File: config.mk
export PLATFORM = sky130hd
export DESIGN_NAME = data_serializer
export DESIGN_NICKNAME = d
export VERILOG_FILES = /design/src/rtl/data_serializer.sv
export SDC_FILE = /design/constraint.sdc
export NUM_CORES = 1
export LEC_CHECK = 0
export ABC_AREA = 1
export CORE_MARGIN = 10
export CORE_UTILIZATION = 52
export CTS_BUF_LIST = sky130_fd_sc_hd__clkbuf_8 sky130_fd_sc_hd__clkbuf_16
export DETAILED_ROUTE_END_ITERATION = 6
export PLACE_DENSITY = 0.8
export SYNTH_ARGS = -nofsm -noshare
export SYNTH_HDL_FRONTEND = slang
export SYNTH_SLANG_ARGS = --single-unit
File: constraint.sdc
create_clock -name Clk -period 2.45 [get_ports Clk]
set_clock_uncertainty 0.15 [all_clocks]
set_input_delay 0.735 -clock Clk [delete_from_list [all_inputs] [get_ports Clk]]
set_output_delay 0.735 -clock Clk [all_outputs]
set_load 0.005 [all_outputs]
File: src/rtl/data_serializer.sv
// Parallel-to-serial transmit stage: captures a memory word on SampleData and shifts it out on TxData.
// Optional even-parity trailer bit is enabled by defining SERIAL_PARITY_EN.
module data_serializer #(
    parameter int DATA_WIDTH = 8,
    parameter int MSB_FIRST  = 1
) (
    input  logic                  Clk,
    input  logic                  Reset,
    input  logic [DATA_WIDTH-1:0] DataIn,
    input  logic                  SampleData,
    input  logic                  TxData,
    output logic                  DataOut,
    output logic                  DataValid,
    output logic                  TxBusy,
    output logic                  TxDone
);

    localparam int CW      = $clog2(DATA_WIDTH + 1);
    localparam int SEQ_LEN = 2 ** CW;
`ifdef SERIAL_PARITY_EN
    localparam int TX_BITS = DATA_WIDTH + 1;
`else
    localparam int TX_BITS = DATA_WIDTH;
`endif
    localparam logic [CW-1:0] LAST_IDX = CW'(TX_BITS - 1);

    typedef enum logic [1:0] {IDLE, LOADED, SHIFT, DONE} state_t;

    state_t                state_reg, state_next;
    logic [DATA_WIDTH-1:0] data_reg, data_next;
    logic [CW-1:0]         cnt_reg, cnt_next;
    logic [CW-1:0]         cnt_inc;
    logic                  dout_reg, dout_next;
    logic                  valid_reg, valid_next;
    logic                  busy_reg, busy_next;
    logic                  done_reg, done_next;

    // The word stays intact; bits are picked in transmit order from this
    // table, padded to a power of two so the counter indexes it exactly.
    logic [SEQ_LEN-1:0]    bit_seq;

    genvar gi;
    generate
        for (gi = 0; gi < SEQ_LEN; gi++) begin : g_seq
            if (gi < DATA_WIDTH) begin : g_data
                if (MSB_FIRST != 0) begin : g_msb
                    assign bit_seq[gi] = data_reg[DATA_WIDTH-1-gi];
                end else begin : g_lsb
                    assign bit_seq[gi] = data_reg[gi];
                end
            end else if (gi == DATA_WIDTH) begin : g_par
`ifdef SERIAL_PARITY_EN
                assign bit_seq[gi] = ^data_reg;
`else
                assign bit_seq[gi] = 1'b0;
`endif
            end else begin : g_pad
                assign bit_seq[gi] = 1'b0;
            end
        end
    endgenerate

    assign cnt_inc = cnt_reg + 1'b1;

    always_ff @(posedge Clk or negedge Reset) begin
        if (!Reset) begin
            state_reg <= IDLE;
            data_reg  <= '0;
            cnt_reg   <= '0;
            dout_reg  <= 1'b0;
            valid_reg <= 1'b0;
            busy_reg  <= 1'b0;
            done_reg  <= 1'b0;
        end else begin
            state_reg <= state_next;
            data_reg  <= data_next;
            cnt_reg   <= cnt_next;
            dout_reg  <= dout_next;
            valid_reg <= valid_next;
            busy_reg  <= busy_next;
            done_reg  <= done_next;
        end
    end

    always_comb begin
        state_next = state_reg;
        data_next  = data_reg;
        cnt_next   = cnt_reg;
        dout_next  = 1'b0;
        valid_next = 1'b0;
        busy_next  = 1'b0;
        done_next  = 1'b0;
        case (state_reg)
            // IDLE may start on stale contents so the controller never deadlocks.
            IDLE, LOADED: begin
                if (SampleData) begin
                    data_next  = DataIn;
                    state_next = LOADED;
                end else if (TxData) begin
                    state_next = SHIFT;
                    cnt_next   = '0;
                    dout_next  = bit_seq[0];
                    valid_next = 1'b1;
                    busy_next  = 1'b1;
                end
            end
            SHIFT: begin
                busy_next = 1'b1;
                if (cnt_reg == LAST_IDX) begin
                    state_next = DONE;
                    done_next  = 1'b1;
                end else begin
                    cnt_next   = cnt_inc;
                    dout_next  = bit_seq[cnt_inc];
                    valid_next = 1'b1;
                end
            end
            DONE: begin
                state_next = IDLE;
            end
            default: begin
                state_next = IDLE;
            end
        endcase
    end

    assign DataOut   = dout_reg;
    assign DataValid = valid_reg;
    assign TxBusy    = busy_reg;
    assign TxDone    = done_reg;

endmodule

run_1/layer_met1.png
Scale bar: 20 um.
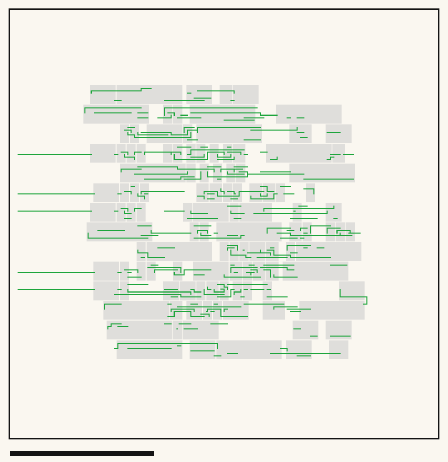
main direction: horizontal
longest straight run: 13.8 um
wire length on this layer: 715 um

run_1/layer_met2.png
Scale bar: 20 um.
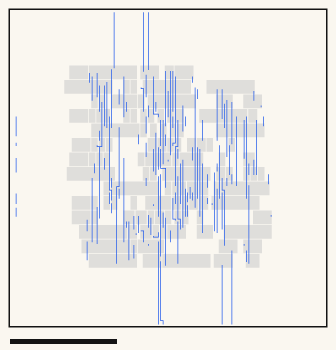
main direction: vertical
wire length on this layer: 768 um
nets with wire on the layer: 100
longest straight run: 22.4 um
share of all routed wire: 48%

==> run summary, run 1 <==
Internal: 686 uW
cell count after synthesis: 98
core area: 1490 um^2
Vias: 659
Final Hold Fails: 0
post_cts resized: 0
WS Path Type: flip-flop to primary output
Die Size: 3520 um^2
layout cells sized above 1: 8.55%
total power: 1.06 mW
area added between synthesis and finish: 28.0%
clock power share: 23.1%
Root Buffer: clkbuf_8
detailed router's first-iteration violation count: 21
cell chain of the critical path: clkdlybuf4s50_1
Post-Synthesis Cell Area: 803 um^2
Die W: 59.3 um
Setup WS pre-CTS: 0.338 ns
Flop pwr share: 43.7%
Top cell area share: 56.1%
Sw Share: 35.3%
WL/cell: 12.0 um
Worst-Skew Late Latency: 0.25 ns
CTS tree: yes
post-layout net count: 131
Top cell excl fill/tap: nand2_1
CTS sink cnt: 18
router iterations before antenna repair: 4
clock-pin slew on the worst setup and hold paths: 0.07 ns
Top delay family on crit path: buffers and inverters
Switching Power: 374 uW
All-Layer GR Usage: 9.47%
sum of buffers and inverters on the critical path: 1
Required @ worst endpoint: 1.56 ns
Sequential Area: 450 um^2
DR DRC count: 0
Routed Antenna Nets: 0
worst setup margin: 0.479 ns
Max Root-Sink Buffers: 2
Final TNS setup: 0 ns
most instantiated logic cells after routing: 44 x nand2_1, 18 x dfrtp_1, 15 x clkdlybuf4s50_1, 10 x nand3_1, 8 x inv_1
type of element launching the critical path: flip-flop
Unique cell types: 16
WL final: 1.60 mm
tool warnings: 26
Synth Seq Share: 56.1%
ys cells: 98
Max Clock Freq: 0.507 GHz
die height: 59.3 um
fp util: 53.9%
Max H-tree Level: 1
IR drop worst, VDD: 603 uV
Lkg Pwr: 0.545 nW
hold buffer count at cts: 0
CP max stage delay: 0.50 ns
vias in the first global route: 638
largest net degree at the start of global routing: 19
Yosys Chip Area: 803 um^2
minimum clock period: 1.97 ns
max-cap violations: 0
Post-CTS Setup Inserts: 0
combinational fraction of design power: 33.3%
GR Overflow Total: 0
Pwr Density: 1030 nW/um^2
crit path max fanout: 1
Hold Crit Class: flip-flop to flip-flop
slew margin rel.: 74.9%
syn_area_per_cell: 8.20 um^2
Slowest-stage cell, CP: clkdlybuf4s50_1
Syn Nets: 111
Slew Limit Fails: 0
Slew @ Worst Pin: 0.377 ns
IO buf count: 15
Layout fillers: 127
Gate Area: 312 um^2
CP Capture Type: primary output
Placer Congestion: 0.787
row count: 14
TritonCTS Buffers: 3
Final period util: 80.5%
status: complete, no violations
# setup viols final: 0
top cell type by total area after synthesis: dfrtp_1
antenna cell count: 0
RSZ-0062 raised after global routing: no
max reg flops: 8
Syn. warnings: 0
Worst Path Arrival: 1.09 ns
run_1/layer_met3.png
Scale bar: 20 um.
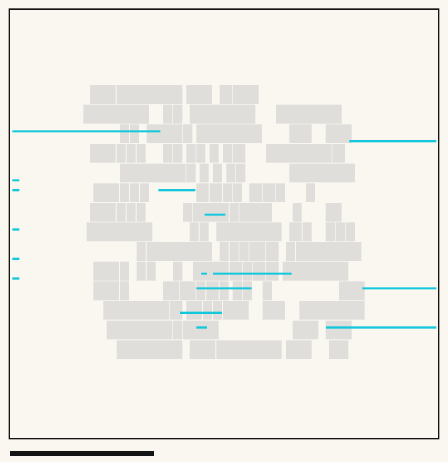
nets with wire on the layer: 13
share of all routed wire: 5.8%
wire length on this layer: 92.5 um
main direction: horizontal

run_1/io_placement.png
Scale bar: 20 um. Pins as bars across the die edge, other pins in gray.
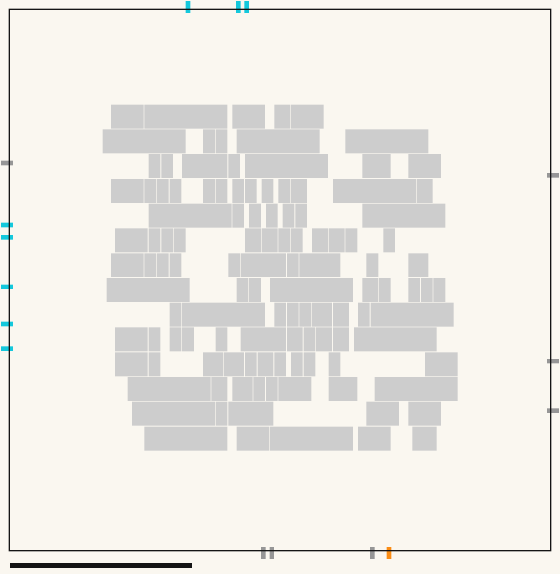
legend:
  cyan:
    port: `DataIn`
    pins: 8
    direction: input
    edge: 5 left, 3 top
  orange:
    port: `TxDone`
    pins: 1
    direction: output
    edge: bottom
all pins by edge: 6 left, 4 bottom, 3 top, 3 right

[run 1: layout make-up]
class | instances | share of cell area, %
clock buffer | 4 | 5.35
inverter | 9 | 3.28
multi-input combinational | 70 | 30.3
sequential | 18 | 43.8
tap | 16 | 1.95
timing repair buffer | 16 | 15.3
[run 1: cells in the mapped netlist]
cell     instances
nor2_2           1
nand3_1         10
nand2_1         44
nand4_1          1
a21oi_2          1
xor2_1           1
or3_1            1
ha_1             1
nand2_2          2
o21ai_0          3
inv_1            8
nor2_1           4
buf_4            1
nor3_1           1
dfrtp_1         18
inv_2            1
[run 1: power by group through the flow]
| stage | clock [mW] | sequential [mW] | combinational, mW |
|---|---|---|---|
| 2_1_floorplan | 0 | 0.438 | 0.268 |
| 3_3_place_gp | 0 | 0.465 | 0.337 |
| 3_5_place_dp | 0 | 0.469 | 0.353 |
| 4_1_cts | 0.244 | 0.463 | 0.358 |
| 5_1_grt | 0.256 | 0.474 | 0.400 |
| 6_report | 0.245 | 0.463 | 0.353 |
[run 1: logic make-up (layout without fill, tap and decap cells)]
family	Yosys count	after routing	synth area share, %
and+or+nand+nor	64	64	33.2
DFF	18	18	56.1
buffers and inverters	10	29	5.14
AOI/OAI and AO/OA	4	4	2.96
adders and majority gates	1	1	1.56
xor gates and xnor gates	1	1	1.09
[run 1: tightest hold or removal path, cell delays in order, from the launching register on]
cell and delay (ns):
dfrtp_1 0.35, nand2_1 0.05, nand2_1 0.04
[run 1: per-layer routing]
| layer | vias up | track usage [%] | share of wire, % |
|---|---|---|---|
| li1 | 343 | - | - |
| met1 | 292 | 10.6 | 45 |
| met2 | 19 | 16.0 | 48 |
| met3 | 5 | 3.00 | 5.8 |
| met4 | 0 | 3.93 | 1.4 |
| met5 | - | 0 | 0 |
[run 1: per-stage QoR]
stage	cell area (um^2)	hold WS, ns	cells
global placement	973	0.308	129
CTS	1030	0.330	133
floorplan	803	0.289	98
detailed placement	973	0.313	129
global route	1030	0.354	133
finish	1030	0.327	133
[run 1: worst paths after layout]
check / start / end / slack [ns] / cells past startpoint
setup / recovery: TxDone / TxDone / 0.48 / 1
hold / removal: data_reg[1] / data_reg[1] / 0.33 / 2
setup reg to reg: cnt_reg[0] / state_reg[0] / 0.89 / 4
hold reg to reg: data_reg[1] / data_reg[1] / 0.33 / 2
max in group asynchronous: Reset / state_reg[0] / 1.30 / 2
min in group asynchronous: Reset / DataOut / 0.66 / 2
run_1/congestion.png
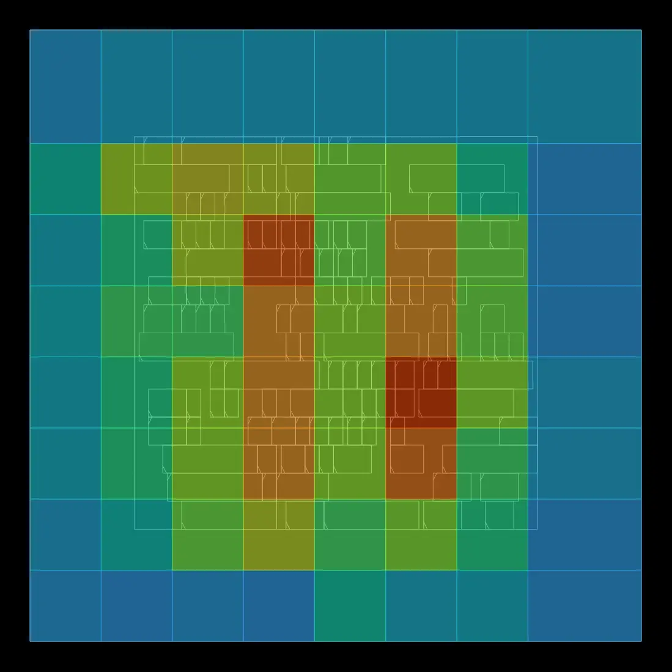

## Run 2: what changed since run 1
Settings changed: CORE_ASPECT_RATIO set to 1.2, CORE_UTILIZATION 52 to 48, PLACE_DENSITY 0.8 to 0.75.
Clock period 2.45 ns to 2.1 ns, I/O delays scaled along.
run_2/congestion.png
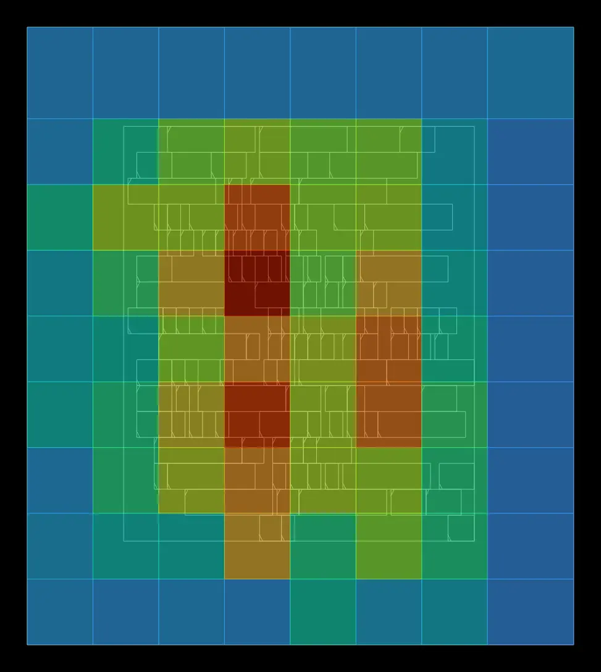
WL/cell: 11.8 um
GR Util met3: 3.12%

==> run 2 against run 1 <==
Critical path depth is the same. Clock power grew 13%. Highest routed layer unchanged. Critical path type unchanged. Area after synthesis is the same. Largest cell class unchanged. Synthesized cell count is the same. Core utilization shrank 4.7 points. Flip-flop count is the same.
==> run summary, run 2 <==
status: complete, no violations
Placer Congestion: 0.762 (-3.1%)
Async S/R FF share, synth: 100% (unchanged)
slew margin rel.: 72.1% (-2.8 points)
row count: 16 (+2)
tool warnings: 26 (unchanged)
syn_area_per_cell: 8.20 um^2 (unchanged)
Hold Slack: 0.333 ns (+0.00624 ns)
Synth Seq Share: 56.1% (unchanged)
most instantiated logic cells after routing: 44 x nand2_1, 18 x dfrtp_1, 15 x clkdlybuf4s50_1, 10 x nand3_1, 8 x inv_1
CTS tree: yes
DR DRC count: 0 (unchanged)
Worst-Skew Late Latency: 0.25 ns (about the same)
Slew Limit Fails: 0 (unchanged)
Required @ worst endpoint: 1.32 ns (-0.24 ns)
Layout fillers: 156 (+23%)
Commonest flop: dfrtp_1
Syn Nets: 111 (unchanged)
IR drop worst, VDD: 543 uV (-9.9%)
Final TNS setup: 0 ns (unchanged)
GR Overflow Total: 0 (unchanged)
Top delay family on crit path: buffers and inverters
top cell type by total area after synthesis: dfrtp_1
Max Clock Freq: 0.541 GHz
die height: 64.8 um (+9.3%)
layout cells sized above 1: 8.55% (unchanged)
antenna cell count: 0 (unchanged)
clock-pin slew on the worst setup and hold paths: 0.07 ns (about the same)
Lkg Pwr: 0.545 nW (unchanged)
ys cells: 98 (unchanged)
post_cts resized: 0 (unchanged)
WS Path Type: flip-flop to primary output
core area: 1600 um^2 (+7.6%)
Syn. warnings: 0 (unchanged)
Unique cell types: 16 (unchanged)
Top cell excl fill/tap: nand2_1
post-layout net count: 131 (unchanged)
IO buf count: 15 (unchanged)
Yosys Chip Area: 803 um^2 (unchanged)
Internal: 800 uW (+17%)
number of enable flip-flop cells: 0 (unchanged)
Switching Power: 425 uW (+14%)
Final Hold Fails: 0 (unchanged)
Die Size: 3720 um^2 (+5.7%)
Hold Crit Class: flip-flop to flip-flop
CP max stage delay: 0.49 ns (about the same)
TritonCTS Buffers: 3 (unchanged)
count leader, synth: nand2_1
RSZ-0062 raised after global routing: no
Max H-tree Level: 1 (unchanged)
hold buffer count at cts: 0 (unchanged)
sum of buffers and inverters on the critical path: 1 (unchanged)
max-cap violations: 0 (unchanged)
[run 2: cell counts after synthesis]
Identical to the previous run, type by type.
[run 2: per-layer routing]
layer  track usage [%]  wire (um)  up-vias
li1                  -          -      344
met1              10.6        692      294
met2              14.2        791       19
met3              3.12         81        5
met4              4.41         30        0
met5                 0          0        -
[run 2: kinds of logic after synthesis]
| logic type | count (synthesis) | synth area share (%) |
|---|---|---|
| fa+ha+maj | 1 | 1.56 |
| flops | 18 | 56.1 |
| simple gates | 64 | 33.2 |
| buf+inv | 10 | 5.14 |
| compound gates | 4 | 2.96 |
| xor+xnor | 1 | 1.09 |
[run 2: per-stage QoR]
stage | cell area, um^2 | util, % | power (mW) | setup slack [ns] | cells
floorplan | 803 | - | 0.823 | 0.718 | 98
global placement | 976 | 60.9 | 0.941 | 0.115 | 131
detailed placement | 976 | 60.9 | 0.955 | 0.0703 | 131
CTS | 1030 | 64.4 | 1.23 | 0.238 | 135
global route | 1030 | 64.4 | 1.33 | 0.211 | 135
finish | 1030 | 64.4 | 1.23 | 0.250 | 135
[run 2: final timing paths]
check / start / end / slack [ns] / cells after the start
hold reg to reg: data_reg[6] / data_reg[6] / 0.33 / 2
min in group asynchronous: Reset / DataOut / 0.55 / 2
setup / recovery: TxBusy / TxBusy / 0.25 / 1
max in group asynchronous: Reset / data_reg[2] / 1.06 / 2
hold / removal: data_reg[6] / data_reg[6] / 0.33 / 2
setup reg to reg: cnt_reg[0] / state_reg[0] / 0.54 / 4
[run 2: cell type report]
class,instances,area [um^2],share of cell area [%]
repair buffers,16,158,15.3
clock buffers,4,55.1,5.34
inverters,9,33.8,3.28
well taps,18,22.5,2.18
flip-flops and latches,18,450,43.7
multi-input cells,70,312,30.2
[run 2: power by group through the flow]
stage | clock network (mW) | logic (mW) | registers (mW)
2_1_floorplan | 0 | 0.312 | 0.511
3_3_place_gp | 0 | 0.397 | 0.544
3_5_place_dp | 0 | 0.408 | 0.547
4_1_cts | 0.282 | 0.410 | 0.542
5_1_grt | 0.299 | 0.473 | 0.557
6_report | 0.277 | 0.406 | 0.543
run_2/layer_met3.png
Scale bar: 20 um.
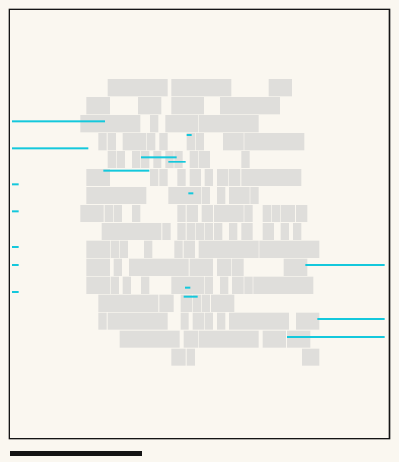

## Run 3: what changed since run 2
Settings changed: CELL_PAD_IN_SITES_DETAIL_PLACEMENT set to 0, CELL_PAD_IN_SITES_GLOBAL_PLACEMENT set to 1, CORE_UTILIZATION 48 to 36, PLACE_DENSITY 0.75 to not set, PLACE_DENSITY_LB_ADDON set to 0.1.
run_3/layer_met3.png
Scale bar: 20 um.
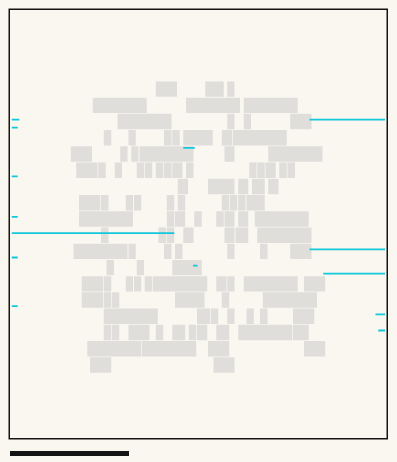
share of all routed wire: 4.3%
wire length on this layer: 70.0 um
nets with wire on the layer: 12
main direction: horizontal

==> run 3 against run 2 <==
Flip-flop count unchanged. Global-route usage decreased by 1.2 points. Power decreased by 4.2%. Sequential share of layout area decreased by 0.053 points. Highest routed layer unchanged. Maximum frequency increased by 0.38%. Cell count increased by 8.1%. Largest power group unchanged. Wire length increased by 2.5%. First-iteration DRC count increased to 3.8 times the previous value.
==> run summary, run 3 <==
Required @ worst endpoint: 1.32 ns (about the same)
Crit Reg-Reg Endpoint: state_reg[0]
core area: 2090 um^2 (+31%)
Placer Congestion: 0.829 (+8.7%)
IR drop worst, VDD: 473 uV (-13%)
syn_area_per_cell: 8.20 um^2 (unchanged)
Max Clock Freq: 0.543 GHz (+0.38%)
Syn Nets: 111 (unchanged)
count leader, synth: nand2_1
post-layout net count: 131 (unchanged)
Die W: 63.1 um
DP Wirelength: 1.27 mm
RSZ-0062 raised after global routing: no
clock-pin slew on the worst setup and hold paths: 0.06 ns (about the same)
ys cells: 98 (unchanged)
Switching Power: 415 uW (-2.5%)
total power: 1.17 mW (-4.2%)
layout cells sized above 1: 7.76% (-0.79 points)
top cell type by total area after synthesis: dfrtp_1
Synth Seq Share: 56.1% (unchanged)
hold buffer count at cts: 0 (unchanged)
CP max stage delay: 0.50 ns (about the same)
max-cap violations: 0 (unchanged)
post_cts resized: 0 (unchanged)
Final TNS setup: 0 ns (unchanged)
Top delay family on crit path: buffers and inverters
dpl cells: 143 (+9.2%)
worst setup margin: 0.257 ns (+0.00704 ns)
TritonCTS Buffers: 3 (unchanged)
Max H-tree Level: 1 (unchanged)
hold path start: data_reg[0]
Final Hold Fails: 0 (unchanged)
Setup WS pre-CTS: 0.0758 ns (+0.00550 ns)
Critical path destination: TxDone
row count: 18 (+2)
Crit Reg-Reg Startpoint: cnt_reg[0]
sum of buffers and inverters on the critical path: 1 (unchanged)
reg2reg setup slack: 0.53 ns (about the same)
Syn. warnings: 0 (unchanged)
Crit. Startpoint: TxDone
# setup viols final: 0
most instantiated logic cells after routing: 44 x nand2_1, 18 x dfrtp_1, 15 x clkdlybuf4s50_1, 10 x nand3_1, 8 x inv_1
GR Overflow Total: 0 (unchanged)
IO buf count: 15 (unchanged)
Top cell excl fill/tap: nand2_1
Internal: 760 uW (-5.0%)
Slew Limit Fails: 0 (unchanged)
status: complete, no violations
Unique cell types: 16 (unchanged)
Yosys Chip Area: 803 um^2 (unchanged)
Die Size: 4530 um^2 (+22%)
cell count after synthesis: 98
tool warnings: 26 (unchanged)
antenna cell count: 0 (unchanged)
CP Depth: 1 (unchanged)
Commonest flop: dfrtp_1
WL/cell: 11.2 um (-5.2%)
## run 3: cell counts after synthesis
Identical to the previous run, type by type.
## run 3: power groups by stage
stage	Combinational [mW]	Clock, mW	Sequential (mW)
after floorplan	0.312	0	0.511
after global placement	0.409	0	0.547
after detailed placement	0.408	0	0.548
after CTS	0.410	0.246	0.542
after global routing	0.466	0.258	0.560
final	0.400	0.233	0.542
## run 3: area by class of cell
cell class / count / area [um^2]
Timing Repair Buffer: 16 / 158
Fill cell: 225 / 1060
Sequential cell: 18 / 450
Multi-Input combinational cell: 70 / 312
Inverter: 9 / 33.8
Tap cell: 30 / 37.5
Clock buffer: 3 / 41.3
## run 3: worst min path at each step
stage          slack, ns  cells after the start          end
2_1_floorplan       0.18                      0      DataOut
3_3_place_gp        0.31                      2  data_reg[0]
3_5_place_dp        0.31                      2  data_reg[0]
4_1_cts             0.33                      2  data_reg[0]
5_1_grt             0.35                      2  data_reg[0]
6_report            0.33                      2  data_reg[0]
## run 3: kinds of logic (layout without fill, tap and decap cells)
group,after synthesis,in the layout,share of synthesized area [%]
AND/OR/NAND/NOR,64,64,33.2
flip-flops,18,18,56.1
buffers and inverters,10,28,5.14
AND-OR/OR-AND,4,4,2.96
adder cells (fa/ha/maj),1,1,1.56
XOR/XNOR,1,1,1.09
## run 3: metal layers
layer / wire, um / track usage, %
met5: 0 / 0
met4: 39 / 5.22
met3: 70 / 1.87
met2: 789 / 13.1
met1: 736 / 8.75
## run 3: metrics by stage
stage               instance area (um^2)  hold slack [ns]
floorplan                            803            0.184
global placement                     991            0.310
detailed placement                   991            0.314
CTS                                 1030            0.332
global route                        1030            0.345
finish                              1030            0.329
Power figures rest on the tool's default switching activity, not on a simulated workload.
